Floorplan with the power grid:
Pins as bars on the die edge. Tap cells in gray.
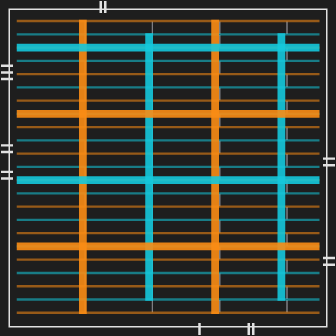
Cell classes on the final placement:
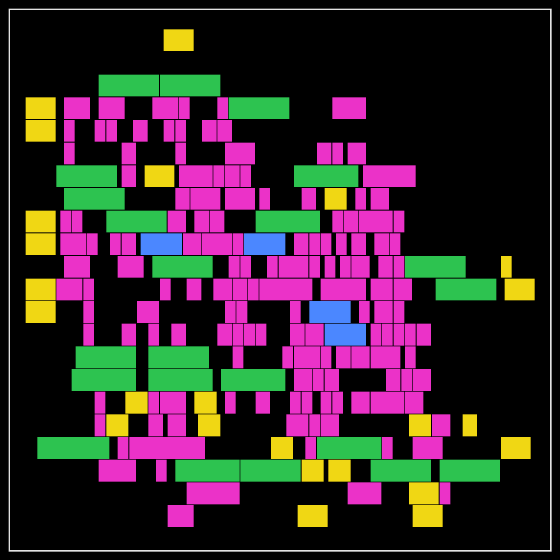
==> config.mk <==
export PLATFORM = sky130hd
export DESIGN_NAME = fifo_uart_tx_flat
export DESIGN_NICKNAME = d
export VERILOG_FILES = /design/src/rtl/fifo_uart_pkg.sv /design/src/rtl/fifo_uart_tx_if.sv /design/src/rtl/baud_tick_gen.sv /design/src/rtl/fifo_uart_tx.sv /design/src/flat_wrapper.sv
export SDC_FILE = /design/constraint.sdc
export NUM_CORES = 1
export LEC_CHECK = 0
export ABC_AREA = 1
export CORE_UTILIZATION = 31
export CTS_CLUSTER_DIAMETER = 50
export DETAILED_ROUTE_END_ITERATION = 16
export GPL_TIMING_DRIVEN = 0
export HOLD_SLACK_MARGIN = 0.05
export PLACE_DENSITY = 0.64
export SYNTH_ARGS = -nofsm -noshare
export SYNTH_HDL_FRONTEND = slang
export SYNTH_SLANG_ARGS = --single-unit
export TNS_END_PERCENT = 30
==> constraint.sdc <==
create_clock -name clk -period 1.5 [get_ports clk]
set_input_delay 0.3 -clock clk [delete_from_list [all_inputs] [get_ports clk]]
set_output_delay 0.3 -clock clk [all_outputs]
set_load 0.01 [all_outputs]
==> report_table.html <==
<h3>Flow metrics</h3>
<table>
<tr><th>Metric</th><th>Value</th></tr>
<tr><th colspan="2">Clocking</th></tr>
<tr><td>Worst-skew pair later-pin latency</td><td>between 0.2 and 0.3 ns</td></tr>
<tr><td>Hold-fix buffer count after cts</td><td>0</td></tr>
<tr><td>TritonCTS clock tree</td><td>done</td></tr>
<tr><td>Post-CTS setup buffer count</td><td>6</td></tr>
<tr><td>Gates resized, CTS repair</td><td>19</td></tr>
<tr><td>Clock root buffer</td><td>sky130_fd_sc_hd__clkbuf_8</td></tr>
<tr><th colspan="2">Synthesis</th></tr>
<tr><td>Post-synthesis mux area share</td><td>0%</td></tr>
<tr><td>Mapped cell area</td><td>0.00122 mm2</td></tr>
<tr><td>Post-synthesis cell type with the largest combined area</td><td>sky130_fd_sc_hd__dfxtp_1</td></tr>
<tr><td>Top-area cell share</td><td>36.0%</td></tr>
<tr><td>Count leader, synth</td><td>sky130_fd_sc_hd__nor2_1</td></tr>
<tr><td>Most used DFF post-synth</td><td>sky130_fd_sc_hd__dfxtp_1</td></tr>
<tr><td>Simple logic cell fraction of the synthesized area</td><td>38.8%</td></tr>
<tr><td>Yosys Instances</td><td>about 170</td></tr>
<tr><td>Number of flops mapped to enable cells by yosys</td><td>0</td></tr>
<tr><td>Cells after synthesis</td><td>roughly 170</td></tr>
<tr><th colspan="2">Worst setup path</th></tr>
<tr><td>Worst Path Buf+Inv</td><td>1</td></tr>
<tr><td>Data required, critical path</td><td>around 1.7 ns</td></tr>
<tr><td>Category of cells accounting for the largest share of critical-path delay</td><td>simple AND/OR/NAND/NOR gates</td></tr>
<tr><td>Element type at the critical path end</td><td>register</td></tr>
<tr><th colspan="2">Die</th></tr>
<tr><td>Starting density of the core</td><td>32.9%</td></tr>
<tr><td>Tapcells</td><td>48</td></tr>
<tr><th colspan="2">Global route</th></tr>
<tr><td>Wire length of the first global-routing pass</td><td>4640 um</td></tr>
<tr><td>Met2 usage</td><td>between 20% and 30%</td></tr>
<tr><td>Global Route Usage Sum</td><td>14.2%</td></tr>
<tr><td>Antenna violations before repair</td><td>0</td></tr>
<tr><td>GRT met1 Usage</td><td>19.0%</td></tr>
<tr><th colspan="2">Detailed routing</th></tr>
<tr><td>ANT nets after route</td><td>0</td></tr>
<tr><td>Routed length per instance</td><td>11.2 um</td></tr>
<tr><td>Metal2 WL</td><td>1300 um</td></tr>
<tr><td>Highest metal layer used by the detailed router</td><td>met4</td></tr>
<tr><th colspan="2">Pwr</th></tr>
<tr><td>Net switching power figure</td><td>366 uW</td></tr>
<tr><td>Combinational power share</td><td>19.4%</td></tr>
<tr><td>Relative contribution of sequential cells to total power</td><td>between 40% and 50%</td></tr>
<tr><td>Net Sw Frac</td><td>27.0%</td></tr>
<tr><th colspan="2">Final layout</th></tr>
<tr><td>Multi-input logic cell count</td><td>between 100 and 150</td></tr>
<tr><td>Area of combinational cells with multiple inputs</td><td>790 um2</td></tr>
<tr><td>Clock buffer and inverter area fraction after layout</td><td>3.38%</td></tr>
<tr><td>Synth-to-Final Area Change</td><td>33.2%</td></tr>
<tr><td>Clock buf count</td><td>4</td></tr>
<tr><td>Most common cell after layout, fill and taps aside</td><td>sky130_fd_sc_hd__nor2_1</td></tr>
<tr><th colspan="2">Final timing</th></tr>
<tr><td>Accumulated negative setup slack</td><td>-0.0640 ns</td></tr>
<tr><td>Final WS setup</td><td>-0.0536 ns</td></tr>
<tr><td>Slew HR</td><td>66.8%</td></tr>
<tr><td>Fin. max-slew vios</td><td>0</td></tr>
<tr><td>Number of endpoints failing setup at the final stage</td><td>4</td></tr>
<tr><td>Hold slack final</td><td>0.442 ns</td></tr>
<tr><td>Final Hold Vio Count</td><td>0</td></tr>
<tr><th colspan="2">Status</th></tr>
<tr><td>Result of the run</td><td>finished with violations</td></tr>
<tr><td>Violated checks</td><td>setup timing</td></tr>
<tr><th colspan="2">Run</th></tr>
<tr><td>Number of warnings in the stage logs</td><td>29</td></tr>
<tr><th colspan="2">Placement</th></tr>
<tr><td>Total placed cells including tap cells</td><td>233</td></tr>
</table>
Notes on 'floorplan with the power grid' above:
[VSS] orange
[VDD] cyan
met1 rails: 23
met5 straps: 4
met4 straps: 4
Max IR drop VDD: 0.595 mV
Placeable Area: 0.00372 mm2
height of the die: 64.8 um

Notes on 'cell classes on the final placement' above:
[clock drivers and dummy loads] blue | cells: 4 | share of their area: 3.5%
[remaining buffers and delay cells] yellow | cells: 24 | share of their area: 13%
[registers] green | cells: 22 | share of their area: 29%
[remaining logic cells] magenta | cells: 147 | share of their area: 55%
summed area of non-filler cells in the final layout: 0.00163 mm2
std cell rows: 22
sequential portion of the cell area: 27.8%

Power figures rest on the tool's default switching activity, not on a simulated workload.
